$ cat config.mk
export PLATFORM = sky130hd
export DESIGN_NAME = rks_loader
export DESIGN_NICKNAME = d
export VERILOG_FILES = /design/src/rtl/spec_pkg.sv /design/src/rtl/rks_csum.sv /design/src/rtl/rks_loader.sv
export SDC_FILE = /design/constraint.sdc
export NUM_CORES = 1
export LEC_CHECK = 0
export ABC_AREA = 1
export ABC_CLOCK_PERIOD_IN_PS = 7800
export CORE_ASPECT_RATIO = 1.5
export CORE_MARGIN = 2
export CORE_UTILIZATION = 45
export CTS_CLUSTER_SIZE = 10
export DETAILED_ROUTE_END_ITERATION = 10
export HOLD_SLACK_MARGIN = 0.12
export SETUP_SLACK_MARGIN = 0.02
export SYNTH_ARGS = -nofsm -noshare
export SYNTH_HDL_FRONTEND = slang
export SYNTH_SLANG_ARGS = --single-unit
export TNS_END_PERCENT = 1
$ cat constraint.sdc
create_clock -name clk_sys -period 7.8 [get_ports clk_sys]
set_input_delay 1.17 -clock clk_sys [delete_from_list [all_inputs] [get_ports clk_sys]]
set_output_delay 1.17 -clock clk_sys [all_outputs]
set_load 0.01 [all_outputs]
$ cat src/rtl/spec_pkg.sv
// Shared types and constants for the RKS tape-image loader.
package spec_pkg;

    typedef enum logic [3:0] {
        IDLE,
        H0,
        H1,
        H2,
        H3,
        DATA,
        CSH,
        CSL,
        TAIL,
        ERR
    } rks_state_t;

    localparam int RKS_HDR_LEN = 4;
    localparam int RKS_CS_LEN  = 2;

endpackage

$ cat src/rtl/rks_csum.sv
// RKS checksum accumulator: adds {b,b} per payload byte, the last byte only into the low half.
module rks_csum (
    input  logic        clk_sys,
    input  logic        reset,
    input  logic        clear,
    input  logic        en,
    input  logic        last,
    input  logic [7:0]  b,
    output logic [15:0] cs
);

    always_ff @(posedge clk_sys or posedge reset) begin
        if (reset) begin
            cs <= 16'h0000;
        end else if (clear) begin
            cs <= 16'h0000;
        end else if (en) begin
            if (last) begin
                cs[7:0] <= cs[7:0] + b;
            end else begin
                cs <= cs + {b, b};
            end
        end
    end

endmodule

$ cat src/rtl/rks_loader.sv
// RKS tape-image loader: parses the header, writes the payload to RAM and verifies the checksum.
//   state | meaning
//   IDLE  | waiting for a download start with our index
//   H0-H3 | collecting start_lo, start_hi, end_lo, end_hi
//   DATA  | payload bytes, one RAM write each
//   CSH   | expected checksum high byte
//   CSL   | expected checksum low byte, compare
//   TAIL  | file complete, ignoring trailing bytes until download ends
//   ERR   | failed file, ignoring bytes until download ends
module rks_loader
    import spec_pkg::*;
#(
    parameter bit         CS_CHECK = 1'b1,
    parameter logic [4:0] INDEX    = 5'd0
) (
    input  logic        clk_sys,
    input  logic        reset,
    input  logic        ioctl_download,
    input  logic [4:0]  ioctl_index,
    input  logic        ioctl_wr,
    input  logic [7:0]  ioctl_data,
    output logic [15:0] mem_addr,
    output logic [7:0]  mem_din,
    output logic        mem_we,
    output logic        busy,
    output logic        done,
    output logic        error,
    output logic [15:0] start_addr
);

    rks_state_t  state;
    rks_state_t  state_nxt;
    rks_state_t  cur;

    logic        dl_prev;
    logic [15:0] hdr_start;
    logic [7:0]  end_lo;
    logic [7:0]  exp_hi;
    logic [15:0] addr_q;
    logic [16:0] cnt_q;
    logic [15:0] cs;

    logic        sel;
    logic        accept;
    logic        fall;
    logic        take;
    logic        abort;
    logic [15:0] end_word;
    logic        hdr_bad;
    logic        last_byte;
    logic        cs_ok;
    logic        set_err;
    logic        do_done;

    assign sel       = (ioctl_index == INDEX);
    assign accept    = ioctl_download & ~dl_prev & sel;
    assign fall      = ~ioctl_download & dl_prev;
    assign abort     = ~accept & fall & (state != IDLE);
    assign cur       = accept ? H0 : state;
    assign take      = ioctl_wr & sel & ~abort;
    assign end_word  = {ioctl_data, end_lo};
    assign hdr_bad   = (end_word < hdr_start);
    assign last_byte = (cnt_q == 17'd1);
    assign cs_ok     = ({exp_hi, ioctl_data} == cs);
    assign busy      = (state != IDLE);

    always_ff @(posedge clk_sys or posedge reset) begin
        if (reset) begin
            state <= IDLE;
        end else begin
            state <= state_nxt;
        end
    end

    always_comb begin
        state_nxt = cur;
        set_err   = 1'b0;
        do_done   = 1'b0;
        if (abort) begin
            state_nxt = IDLE;
            if (state inside {H0, H1, H2, H3, DATA, CSH, CSL}) begin
                set_err = 1'b1;
            end
            if (state == TAIL) begin
                do_done = 1'b1;
            end
        end else if (take) begin
            unique case (cur)
                H0:   state_nxt = H1;
                H1:   state_nxt = H2;
                H2:   state_nxt = H3;
                H3: begin
                    if (hdr_bad) begin
                        state_nxt = ERR;
                        set_err   = 1'b1;
                    end else begin
                        state_nxt = DATA;
                    end
                end
                DATA: state_nxt = last_byte ? CSH : DATA;
                CSH:  state_nxt = CSL;
                CSL: begin
                    if (CS_CHECK && !cs_ok) begin
                        state_nxt = ERR;
                        set_err   = 1'b1;
                    end else begin
                        state_nxt = TAIL;
                    end
                end
                default: state_nxt = cur;
            endcase
        end
    end

    // dl_prev resets high so a download already in progress at reset release is not taken as a new start.
    always_ff @(posedge clk_sys or posedge reset) begin
        if (reset) begin
            dl_prev    <= 1'b1;
            hdr_start  <= 16'h0000;
            end_lo     <= 8'h00;
            exp_hi     <= 8'h00;
            addr_q     <= 16'h0000;
            cnt_q      <= 17'd0;
            mem_addr   <= 16'h0000;
            mem_din    <= 8'h00;
            mem_we     <= 1'b0;
            done       <= 1'b0;
            error      <= 1'b0;
            start_addr <= 16'h0000;
        end else begin
            dl_prev <= ioctl_download;
            mem_we  <= 1'b0;
            done    <= do_done;
            if (accept) begin
                error <= 1'b0;
                cnt_q <= 17'd0;
            end
            if (set_err) begin
                error <= 1'b1;
            end
            if (take) begin
                unique case (cur)
                    H0: hdr_start[7:0]  <= ioctl_data;
                    H1: hdr_start[15:8] <= ioctl_data;
                    H2: end_lo          <= ioctl_data;
                    H3: begin
                        start_addr <= hdr_start;
                        addr_q     <= hdr_start;
                        cnt_q      <= {1'b0, end_word} - {1'b0, hdr_start} + 17'd1;
                    end
                    DATA: begin
                        mem_we   <= 1'b1;
                        mem_addr <= addr_q;
                        mem_din  <= ioctl_data;
                        addr_q   <= addr_q + 16'd1;
                        cnt_q    <= cnt_q - 17'd1;
                    end
                    CSH: exp_hi <= ioctl_data;
                    default: ;
                endcase
            end
        end
    end

    rks_csum u_csum (
        .clk_sys (clk_sys),
        .reset   (reset),
        .clear   (accept),
        .en      (take && (cur == DATA)),
        .last    (last_byte),
        .b       (ioctl_data),
        .cs      (cs)
    );

endmodule

==> impl_metrics.py <==
# Auto-generated metrics
metrics = {
    "power_and_ir_drop": {
        "p_leak_nw": 4.65,
    },
    "global_routing": {
        "grt_use_total_pct": 24.5,
        "grt_pass1_vias": 7112,
    },
    "clock_network": {
        "post_cts_buffers": 0,
        "ctsHoldBuffers": 0,
        "clkLatencyLatePin_ns": 0.43,
    },
    "setup_path": {
        "r2r_end": "addr_q[0]",
        "cp_slowest_stage_delay_ns": 0.70,
        "cp_cell_sequence": "clkdlybuf4s50_1 > nor2_1 > nand4_2 > nand3_2 > inv_1 > nand2_1 > a21oi_2 > inv_2 > nand2_1 > o21ai_0",
        "crit_required_ns": 8.10,
        "end_kind": "flop",
        "r2r_cells": 9,
    },
    "layout": {
        "finish.instance_area_sq_um": 9530,
        "layout_top_cells": "nand2_1 (304), dfrtp_1 (128), inv_1 (125), o21ai_0 (110), nand3_1 (77)",
        "drive_gt1_share_pct": 5.75,
    },
    "yosys": {
        "synth_nets": 1153,
        "ys_cells": 1077,
        "yosysTopAreaCell": "dfrtp_1",
        "syn_avg_cell_area_sq_um": 7.61,
        "syn_area_sq_um": 8190,
        "flop_cell": "dfrtp_1",
        "topCellsByArea": "dfrtp_1 (39%), nand2_1 (14%), ha_1 (7.6%)",
        "yosysTopAreaCellShare_pct": 39.1,
        "edf_count": 0,
        "synth_cell_type_count": 43,
    },
    "drt": {
        "wl_per_cell_microns": 16.3,
        "drt_first_pass_iters": 5,
        "avgViaCountPerCell": 5.27,
        "drc": 0,
    },
    "floorplanning": {
        "chipArea_sq_um": 19300,
        "io_pins": 61,
    },
    "placed_design": {
        "place_ws_ns": 3.79,
        "hpwlAfterDp_microns": 17000,
        "dpl-instance-area_sq_um": 8940,
    },
    "timing": {
        "setup_viol": 0,
        "report.final.slew_viol_count": 0,
        "hold_viol_final": 0,
        "fin_crit_ns": 3.61,
    },
    "worst_hold_path": {
        "holdCritPathClass": "flop to flop",
    },
    "outcome": {
        "status": "completed",
    },
    "job": {
        "warning_count": 35,
    },
}
-- cells by family (layout without fill, tap and decap cells) --
group | Yosys count | count (layout) | share of synthesized area (%)
buffers and inverters | 155 | 226 | 7.74
adder cells (fa/ha/maj) | 59 | 59 | 9.84
flip-flops | 129 | 129 | 39.4
AND-OR/OR-AND | 195 | 195 | 12.8
XOR/XNOR | 36 | 36 | 3.85
AND/OR/NAND/NOR | 503 | 503 | 26.3
-- worst min path at each step --
stage                             start            end  slack [ns]  cells past startpoint
after floorplan            u_csum.cs[7]   u_csum.cs[7]        0.45                      2
after global placement    start_addr[5]  start_addr[5]        0.47                      2
after detailed placement   hdr_start[6]   hdr_start[6]        0.47                      2
after CTS                  hdr_start[5]   hdr_start[5]        0.49                      2
after global routing         mem_din[2]     mem_din[2]        0.51                      2
final                     start_addr[1]  start_addr[1]        0.48                      2
-- tightest hold or removal path: stages (launching register included) --
cell and delay, ns:
dfrtp_1 0.34, nand2_1 0.05, o21ai_0 0.06
-- cell usage after synthesis, types with 4 or more instances --
cell type  instances
inv_1            126
nand4_1            9
a21oi_1           35
nor3_1            16
nor2_1            74
buf_2             13
o21ai_1           22
o21a_1             6
nand3_1           77
dfrtp_1          128
clkbuf_1           4
xor2_1            27
inv_2              6
fa_1               9
xnor2_1            9
or2_2              4
ha_1              50
o21ai_0          110
o21bai_1           6
buf_6              4
nand2_1          304
-- sequential cells by signal (all words and copies together) (netlist names), 4 cells and up --
signal      flops
u_csum.cs      16
exp_hi          8
mem_din         8
addr_q         16
hdr_start      16
cnt_q          17
state           4
start_addr     16
mem_addr       16
end_lo          8
-- area by class of cell --
class / instances / area [sq um] / area share (%)
flip-flops and latches: 129 / 3230 / 33.9
clock inverters: 15 / 165 / 1.73
inverters: 133 / 507 / 5.31
clock buffers: 17 / 425 / 4.46
multi-input cells: 793 / 4330 / 45.4
well taps: 217 / 272 / 2.85
repair buffers: 61 / 608 / 6.38
-- metrics by stage --
step | std cells | power, mW | hold slack, ns | util (%)
after floorplan | 1077 | 0.943 | 0.453 | -
after global placement | 1333 | 1.04 | 0.465 | 50.1
after detailed placement | 1333 | 1.04 | 0.473 | 50.1
after CTS | 1365 | 1.85 | 0.488 | 53.4
after global routing | 1365 | 1.92 | 0.512 | 53.4
final | 1365 | 1.83 | 0.483 | 53.4
-- report_power, final --
| part | switching, mW | total (mW) | leakage, nW | internal (mW) |
|---|---|---|---|---|
| Sequential | 0.0160 | 0.702 | 1.74 | 0.686 |
| Clock | 0.350 | 0.803 | 0.284 | 0.453 |
| Combinational | 0.213 | 0.328 | 2.63 | 0.115 |
-- metal layers --
metal / track usage [%] / up-vias / wire, microns / share of wire (%)
li1: - / 3619 / - / -
met1: 29.0 / 3393 / 9280 / 42
met2: 43.7 / 133 / 11800 / 53
met3: 3.79 / 47 / 594 / 2.7
met4: 10.4 / 0 / 632 / 2.8
met5: 0 / - / 0 / 0
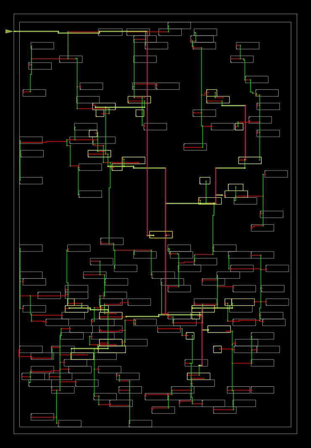
*Clock routing*
CLK BUF: 17
TritonCTS buffer count: 17
flip-flops: 129
clk_skew: 0.00835 ns
P_clk: 0.803 mW

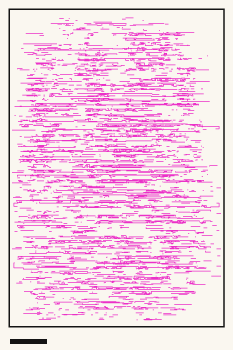
*Met1 routing*
The bar under the picture is 20 microns long.
wire length on this layer: 9,280 microns
longest straight run: 43.2 microns
nets with wire on the layer: 1,122
share of all routed wire: 42%

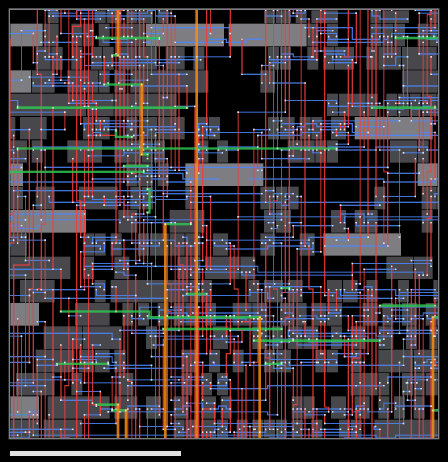
*Close-up of the layout*
The bar under the picture is 20 microns long. Region (32, 93) to (82, 143) microns. Cells in grey, sequential cells in the stronger grey; small squares are vias.
| layer | colour |
|---|---|
| metal 3 | green |
| metal 1 | blue |
| metal 4 | orange |
| metal 2 | red |
cells with their middle in the window: 227
sequential cells in the window: 6
most frequent: nand2_1 (66), nand3_1 (32), nor2_1 (29)
netlist names of flops here include: cnt_q (4)

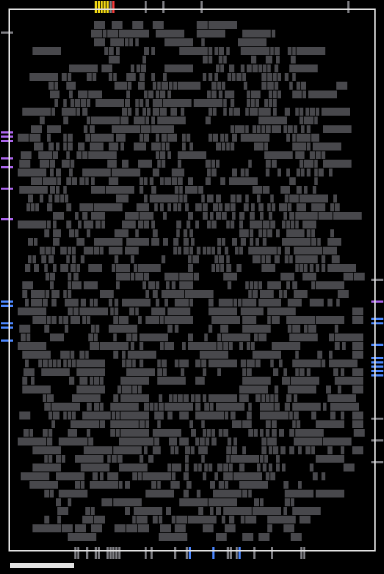
*Pin map*
The bar under the picture is 20 microns long. Pins as bars across the die edge, other pins in grey.
| port | colour | pins | direction | edge |
|---|---|---|---|---|
| ioctl_data | purple | 8 | input | 7 left, 1 right |
| ioctl_index | yellow | 5 | input | top |
| start_addr | blue | 16 | output | 8 right, 5 left, 3 bottom |
| ioctl_wr | red | 1 | input | top |
Die Width: 114 microns
Die Y: 169 microns
number of I/O port buffers: 60

Power and IR drop assume default switching activity.
